File: config.mk
export PLATFORM = sky130hd
export DESIGN_NAME = axi_aw_arbiter
export DESIGN_NICKNAME = d
export VERILOG_FILES = /design/src/rtl/axi_arb_pkg.sv /design/src/rtl/arb_order_fifo.sv /design/src/rtl/axi_aw_arbiter.sv
export SDC_FILE = /design/constraint.sdc
export NUM_CORES = 1
export LEC_CHECK = 0
export ABC_AREA = 1
export CELL_PAD_IN_SITES_DETAIL_PLACEMENT = 1
export CELL_PAD_IN_SITES_GLOBAL_PLACEMENT = 1
export CORE_ASPECT_RATIO = 1.5
export CORE_MARGIN = 1
export CORE_UTILIZATION = 20
export DETAILED_ROUTE_END_ITERATION = 16
export PLACE_DENSITY_LB_ADDON = 0.2
export SLEW_MARGIN = 25
export SYNTH_ARGS = -nofsm -noshare
export SYNTH_HDL_FRONTEND = slang
export SYNTH_SLANG_ARGS = --single-unit
export TNS_END_PERCENT = 1
File: constraint.sdc
create_clock -name clk -period 1.83 [get_ports clk]
set_clock_uncertainty 0.05 [all_clocks]
set_input_delay 0.366 -clock clk [delete_from_list [all_inputs] [get_ports clk]]
set_output_delay 0.366 -clock clk [all_outputs]
set_load 0.01 [all_outputs]
File: src/rtl/axi_arb_pkg.sv
// axi_arb_pkg
// Shared definitions for the AXI AW arbiter slice:
//   - AW sideband field widths (len, size, burst, lock, cache, prot, qos)
//   - arbiter FSM state enumeration
package axi_arb_pkg;

  localparam int LEN_W   = 4;
  localparam int SIZE_W  = 3;
  localparam int BURST_W = 2;
  localparam int LOCK_W  = 2;
  localparam int CACHE_W = 4;
  localparam int PROT_W  = 3;
  localparam int QOS_W   = 4;

  typedef enum logic {
    IDLE = 1'b0,
    BUSY = 1'b1
  } arb_state_e;

endpackage

File: src/rtl/arb_order_fifo.sv
// arb_order_fifo
// Small synchronous FIFO that records the index of each granted AW requester
// so the W channel can be routed in grant order.
// Ports:
//   clk, rst        : clock, synchronous active-high reset (empties the FIFO)
//   push, din       : write request and data (ignored when full)
//   pop             : read request (ignored when empty)
//   dout            : oldest entry (undefined content when empty)
//   full, empty     : occupancy flags
module arb_order_fifo
  import axi_arb_pkg::*;
#(
  parameter int DEPTH = 8,
  parameter int WIDTH = 2
) (
  input  logic             clk,
  input  logic             rst,
  input  logic             push,
  input  logic [WIDTH-1:0] din,
  input  logic             pop,
  output logic [WIDTH-1:0] dout,
  output logic             full,
  output logic             empty
);

  localparam int PTR_W = (DEPTH > 1) ? $clog2(DEPTH) : 1;

  logic [WIDTH-1:0] mem [DEPTH];
  logic [PTR_W-1:0] wr_ptr;
  logic [PTR_W-1:0] rd_ptr;
  logic [PTR_W:0]   count;
  logic             do_push;
  logic             do_pop;

  assign full    = (count == (PTR_W+1)'(DEPTH));
  assign empty   = (count == '0);
  assign do_push = push & ~full;
  assign do_pop  = pop & ~empty;
  assign dout    = mem[rd_ptr];

  // Pointers wrap naturally because DEPTH is a power of two.
  always_ff @(posedge clk) begin
    if (rst) begin
      wr_ptr <= '0;
      rd_ptr <= '0;
      count  <= '0;
    end else begin
      if (do_push) wr_ptr <= wr_ptr + 1'b1;
      if (do_pop)  rd_ptr <= rd_ptr + 1'b1;
      case ({do_push, do_pop})
        2'b10:   count <= count + 1'b1;
        2'b01:   count <= count - 1'b1;
        default: count <= count;
      endcase
    end
  end

  // Storage carries no reset; readers qualify it with empty.
  always_ff @(posedge clk) begin
    if (do_push) mem[wr_ptr] <= din;
  end

endmodule

File: src/rtl/axi_aw_arbiter.sv
// axi_aw_arbiter
// Round-robin arbiter merging NUM_REQ AXI write-address channels onto one
// downstream AW master port. One address is in flight at a time (IDLE/BUSY),
// giving a peak rate of one address every two cycles.
// Optional build macro: AXI_AW_ARB_ORDER_FIFO_EN
//   defined   : grant-order FIFO present; grants stall while it is full and
//               ord_valid/ord_idx present the oldest granted index.
//   undefined : no FIFO, no stall; ord_valid/ord_idx tied 0, ord_pop ignored.
// Ports:
//   clk, rst                 : clock, synchronous active-high reset
//   s_awvalid / s_awready    : per-requester handshake (NUM_REQ bits)
//   s_aw*                    : per-requester fields, flattened NUM_REQ x width
//   m_awvalid / m_awready    : downstream handshake
//   m_aw*                    : registered copy of the winning requester fields
//   ord_valid, ord_idx, ord_pop : grant-order stream for W-channel routing
module axi_aw_arbiter
  import axi_arb_pkg::*;
#(
  parameter int NUM_REQ      = 4,
  parameter int ID_MAX_WIDTH = 4,
  parameter int ADDR_WIDTH   = 32,
  parameter int ORD_DEPTH    = 8
) (
  input  logic                          clk,
  input  logic                          rst,
  input  logic [NUM_REQ-1:0]            s_awvalid,
  output logic [NUM_REQ-1:0]            s_awready,
  input  logic [NUM_REQ*ID_MAX_WIDTH-1:0] s_awid,
  input  logic [NUM_REQ*ADDR_WIDTH-1:0] s_awaddr,
  input  logic [NUM_REQ*LEN_W-1:0]      s_awlen,
  input  logic [NUM_REQ*SIZE_W-1:0]     s_awsize,
  input  logic [NUM_REQ*BURST_W-1:0]    s_awbrust,
  input  logic [NUM_REQ*LOCK_W-1:0]     s_awlock,
  input  logic [NUM_REQ*CACHE_W-1:0]    s_awcache,
  input  logic [NUM_REQ*PROT_W-1:0]     s_awprot,
  input  logic [NUM_REQ*QOS_W-1:0]      s_awqos,
  output logic                          m_awvalid,
  input  logic                          m_awready,
  output logic [ID_MAX_WIDTH-1:0]       m_awid,
  output logic [ADDR_WIDTH-1:0]         m_awaddr,
  output logic [LEN_W-1:0]              m_awlen,
  output logic [SIZE_W-1:0]             m_awsize,
  output logic [BURST_W-1:0]            m_awbrust,
  output logic [LOCK_W-1:0]             m_awlock,
  output logic [CACHE_W-1:0]            m_awcache,
  output logic [PROT_W-1:0]             m_awprot,
  output logic [QOS_W-1:0]              m_awqos,
  output logic                          ord_valid,
  output logic [$clog2(NUM_REQ)-1:0]    ord_idx,
  input  logic                          ord_pop
);

  localparam int IDX_W = $clog2(NUM_REQ);

  // First asserted request at or after ptr, wrapping around.
  function automatic logic [IDX_W-1:0] rr_pick(input logic [NUM_REQ-1:0] req,
                                               input logic [IDX_W-1:0]   ptr);
    logic             found;
    int               cand_i;
    logic [IDX_W-1:0] cand;
    rr_pick = '0;
    found   = 1'b0;
    for (int k = 0; k < NUM_REQ; k++) begin
      cand_i = (int'(ptr) + k) % NUM_REQ;
      cand   = IDX_W'(cand_i);
      if (!found && req[cand]) begin
        rr_pick = cand;
        found   = 1'b1;
      end
    end
  endfunction

  arb_state_e state;
  arb_state_e state_next;

  logic [IDX_W-1:0] rr_ptr;
  logic [IDX_W-1:0] win_p0;
  logic [IDX_W-1:0] win_p1;
  logic             grant_p0;
  logic             fifo_full;

  logic [ID_MAX_WIDTH-1:0] sel_id;
  logic [ADDR_WIDTH-1:0]   sel_addr;
  logic [LEN_W-1:0]        sel_len;
  logic [SIZE_W-1:0]       sel_size;
  logic [BURST_W-1:0]      sel_burst;
  logic [LOCK_W-1:0]       sel_lock;
  logic [CACHE_W-1:0]      sel_cache;
  logic [PROT_W-1:0]       sel_prot;
  logic [QOS_W-1:0]        sel_qos;

  // ---- stage p0: arbitration and field selection (combinational) ----
  always_comb begin
    state_next = state;
    grant_p0   = 1'b0;
    s_awready  = '0;
    win_p0     = rr_pick(s_awvalid, rr_ptr);
    case (state)
      IDLE: begin
        // rst gating keeps s_awready low throughout reset.
        if (!rst && (|s_awvalid) && !fifo_full) begin
          grant_p0          = 1'b1;
          s_awready[win_p0] = 1'b1;
          state_next        = BUSY;
        end
      end
      BUSY: begin
        if (m_awready) state_next = IDLE;
      end
      default: state_next = IDLE;
    endcase
  end

  always_comb begin
    sel_id    = '0;
    sel_addr  = '0;
    sel_len   = '0;
    sel_size  = '0;
    sel_burst = '0;
    sel_lock  = '0;
    sel_cache = '0;
    sel_prot  = '0;
    sel_qos   = '0;
    for (int i = 0; i < NUM_REQ; i++) begin
      if (win_p0 == IDX_W'(i)) begin
        sel_id    = s_awid[i*ID_MAX_WIDTH +: ID_MAX_WIDTH];
        sel_addr  = s_awaddr[i*ADDR_WIDTH +: ADDR_WIDTH];
        sel_len   = s_awlen[i*LEN_W +: LEN_W];
        sel_size  = s_awsize[i*SIZE_W +: SIZE_W];
        sel_burst = s_awbrust[i*BURST_W +: BURST_W];
        sel_lock  = s_awlock[i*LOCK_W +: LOCK_W];
        sel_cache = s_awcache[i*CACHE_W +: CACHE_W];
        sel_prot  = s_awprot[i*PROT_W +: PROT_W];
        sel_qos   = s_awqos[i*QOS_W +: QOS_W];
      end
    end
  end

  always_ff @(posedge clk) begin
    if (rst) state <= IDLE;
    else     state <= state_next;
  end

  // ---- stage p1: registered downstream AW beat ----
  always_ff @(posedge clk) begin
    if (rst) begin
      rr_ptr    <= '0;
      win_p1    <= '0;
      m_awvalid <= 1'b0;
      m_awid    <= '0;
      m_awaddr  <= '0;
      m_awlen   <= '0;
      m_awsize  <= '0;
      m_awbrust <= '0;
      m_awlock  <= '0;
      m_awcache <= '0;
      m_awprot  <= '0;
      m_awqos   <= '0;
    end else if (grant_p0) begin
      win_p1    <= win_p0;
      m_awvalid <= 1'b1;
      m_awid    <= sel_id;
      m_awaddr  <= sel_addr;
      m_awlen   <= sel_len;
      m_awsize  <= sel_size;
      m_awbrust <= sel_burst;
      m_awlock  <= sel_lock;
      m_awcache <= sel_cache;
      m_awprot  <= sel_prot;
      m_awqos   <= sel_qos;
    end else if (state == BUSY && m_awready) begin
      m_awvalid <= 1'b0;
      rr_ptr    <= (win_p1 == IDX_W'(NUM_REQ-1)) ? '0 : win_p1 + 1'b1;
    end
  end

`ifdef AXI_AW_ARB_ORDER_FIFO_EN
  logic [IDX_W-1:0] fifo_dout;
  logic             fifo_empty;

  arb_order_fifo #(
    .DEPTH (ORD_DEPTH),
    .WIDTH (IDX_W)
  ) u_ord_fifo (
    .clk   (clk),
    .rst   (rst),
    .push  (grant_p0),
    .din   (win_p0),
    .pop   (ord_pop),
    .dout  (fifo_dout),
    .full  (fifo_full),
    .empty (fifo_empty)
  );

  // Stale storage is hidden so ord_idx reads 0 whenever the FIFO is empty.
  assign ord_valid = ~fifo_empty;
  assign ord_idx   = fifo_empty ? '0 : fifo_dout;
`else
  logic unused_ord_pop;

  assign fifo_full      = 1'b0;
  assign ord_valid      = 1'b0;
  assign ord_idx        = '0;
  assign unused_ord_pop = ord_pop;
`endif

endmodule

run_1/metal_stack.png
Scale: 2 px per micron.
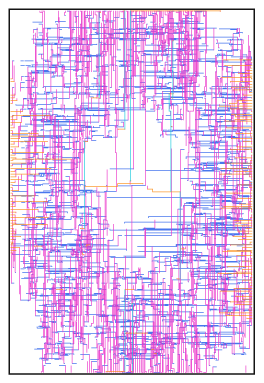
met3: in orange, wire length 1,120 microns. met2: in magenta, wire length 12,800 microns. met4: in cyan, wire length 427 microns. met1: in blue, wire length 8,840 microns.

run_1/port_nets.png
Scale: 2 px per micron.
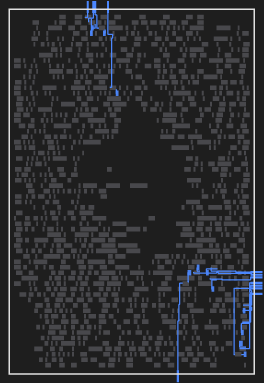
s_awprot: in blue, direction input, end cells 12, buffers 12, wire 364 microns.

run_1/final_congestion.png
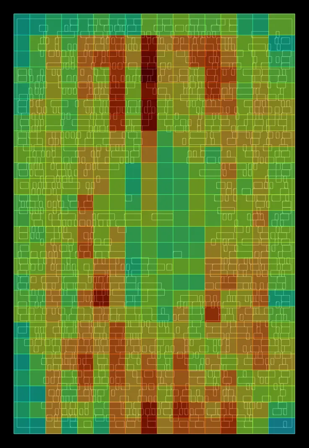
post-layout util: 41.4%
drt wl/cell: 17.0 microns
gr busiest metal: met2
met2 GRT Util: 39.5%

==> reports/qor.txt, run 1 <==
RSZ-0062 raised after global routing = yes
clock-pin slew on the worst setup and hold paths = 60 ps
top post-synthesis cells by count = nand2_1, dfxtp_1, nand3_1
fillers = 2,680
largest net degree at the start of global routing = 40
P_clk = 0.00174 W
Cell Type Count = 27
Final Worst Setup Slack = -474 ps
Levels on crit path = 19
Sw Ratio = 37.1%
cycle use final = 126%
Top Layout Cells = nand2_1, clkdlybuf4s50_1, dfxtp_1, nand4_1, nand3_1
Area leader share = 34.9%
Initial Utilization = 20.4%
outcome = complete, but fails checks
crit-path max FO = 7
GR Util met1 = 21.7%
initial antenna violation count = 0
ys cells = 767
Main synth FF type = dfxtp_1
Iteration-0 DRC Markers = 156
Cells after Synth = 767
Final setup violation count = 63
EDFF count, synth = 0
Main logic family = simple AND/OR/NAND/NOR gates
internal power = 0.00460 W
yosys simple share = 56.3%
via count = 6,139
Nets = 1,336
Setup Crit Path Kind = register to register
ANT cells = 0
vias in the first global route = 6,306
layout cells sized above 1 = 14.2%
die width = 122 microns
number of port buffers = 301
drt pass-1 iters = 4
Hold-fix buffers, CTS = 0
clock buffer count from CTS = 9
violated checks = setup timing
reg2reg start = rr_ptr[0]
Data buffer area share = 42.8%
Pwr Total = 0.00732 W
ClkCell Share = 3.30%
Adder Area Share = 0.291%
setup TNS = -24,520 ps
Layout Cells excl Fill = 1,367
area taken by multi-input logic gates = 2850 sq um
ys async rst share = 0%
Startpoint Class = register
Slew Limit Headroom = 65.2%
grt met3 use = 3.11%
power density cells = 838 nW/um^2
XORs/XNORs by Area = 0%
Seq area share = 14.8%
Non-clk invs = 59
Global Route Usage Sum = 20.4%
minimum clock period = 2300 ps
Leak = 3.94 nW
warnings from Yosys = 0
total sequential power = 0.00173 W
ys flops = 64
R2R depth = 19
metal3 WL = 1120 microns
clk latency late pin = 330 ps
DIE AREA = 22,100 sq um
die height = 182 microns
Pins Over Slew Limit = 0
syn_area_per_cell = 5.61 sq um
Worst path slowest cell = dfxtp_4
Max-cap violations = 0
most frequent cell after synthesis = nand2_1
Hold Crit Class = register to register
placed instance area = 7910 sq um
r2r setup slk = -470 ps
H-Tree Depth = 3
clock buffers = 11
Non-Clock Buffer Count = 362
Resize count post-CTS = 58
mux share = 0%
CP Capture Point = m_awprot[2]
area added between synthesis and finish = 103%
max reg flops = 32
clock share of power = 23.7%
run_1/pins.png
Scale: 1.5 px per micron. Pins as bars across the die edge, other pins in gray.
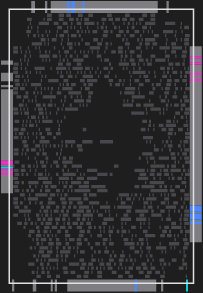

==> run 2: changes to the inputs <==
Settings changed: PLACE_DENSITY set to 0.87, PLACE_DENSITY_LB_ADDON 0.2 to unset, SLEW_MARGIN 25 to unset.
run_2/pins.png
Scale: 1.5 px per micron. Pins as bars across the die edge, other pins in gray.
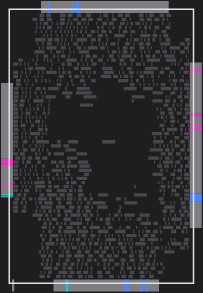
s_awprot: in blue, pins 12, direction input, edge 4 bottom, 4 right, 4 top. s_awbrust: in magenta, pins 8, direction input, edge 4 right, 4 left. ord_idx: in cyan, pins 2, direction output, edge 1 left, 1 bottom.
All pins by edge: 92 top, 81 right, 77 bottom, 56 left.

==> reports/qor.txt, run 2 <==
outcome = complete, but fails checks (unchanged)
violated checks = setup timing (unchanged)
Cells after Synth = 767 (unchanged)
RSZ-0062 raised after global routing = yes (unchanged)
Data buffer area share = 42.7% (was 42.8%)
clock buffers = 9 (was 11)
vias in the first global route = 6,365 (was 6,306)
metal3 WL = 1210 microns (was 1120 microns)
clock-pin slew on the worst setup and hold paths = 60 ps (about the same)
ys cells = 767 (unchanged)
grt met3 use = 4.08% (was 3.11%)
Hold-fix buffers, CTS = 0 (unchanged)
EDFF count, synth = 0 (unchanged)
P_clk = 0.00173 W (was 0.00174 W)
internal power = 0.00446 W (was 0.00460 W)
GR Util met1 = 20.2% (was 21.7%)
Pwr Total = 0.00719 W (was 0.00732 W)
warnings from Yosys = 0 (unchanged)
total sequential power = 0.00173 W (about the same)
gr busiest metal = met2 (unchanged)
Leak = 3.87 nW (was 3.94 nW)
fillers = 2,657 (was 2,680)
Main logic family = simple AND/OR/NAND/NOR gates (unchanged)
Iteration-0 DRC Markers = 209 (was 156)
Area leader share = 34.9% (unchanged)
placed instance area = 7850 sq um (was 7910 sq um)
top post-synthesis cells by count = nand2_1, dfxtp_1, nand3_1 (unchanged)
post-layout util = 41.1% (was 41.4%)
clock share of power = 24.0% (was 23.7%)
Adder Area Share = 0.291% (unchanged)
Setup Crit Path Kind = register to output port (was register to register)
met2 GRT Util = 37.6% (was 39.5%)
Main synth FF type = dfxtp_1 (unchanged)
drt wl/cell = 17.4 microns (was 17.0 microns)
Final Worst Setup Slack = -611 ps (was -474 ps)
Non-clk invs = 59 (unchanged)
reg2reg start = rr_ptr[0] (unchanged)
yosys simple share = 56.3% (unchanged)
Resize count post-CTS = 66 (was 58)
most frequent cell after synthesis = nand2_1 (unchanged)
Final setup violation count = 63 (unchanged)
Max-cap violations = 0 (unchanged)
setup TNS = -33,100 ps (was -24,520 ps)
via count = 6,291 (was 6,139)
Hold Crit Class = register to register (unchanged)
number of port buffers = 301 (unchanged)
die width = 122 microns (unchanged)
Layout Cells excl Fill = 1,365 (was 1,367)
area taken by multi-input logic gates = 2820 sq um (was 2850 sq um)
r2r setup slk = -610 ps (was -470 ps)
mux share = 0% (unchanged)
initial antenna violation count = 0 (unchanged)
Sw Ratio = 38.0% (was 37.1%)
Startpoint Class = register (unchanged)
area added between synthesis and finish = 101% (was 103%)
Cell Type Count = 27 (unchanged)
die height = 182 microns (unchanged)
R2R depth = 16 (was 19)
minimum clock period = 2440 ps (was 2300 ps)
power density cells = 832 nW/um^2 (was 838 nW/um^2)
max reg flops = 32 (unchanged)
ANT cells = 0 (unchanged)
Power figures rest on the tool's default switching activity, not on a simulated workload.
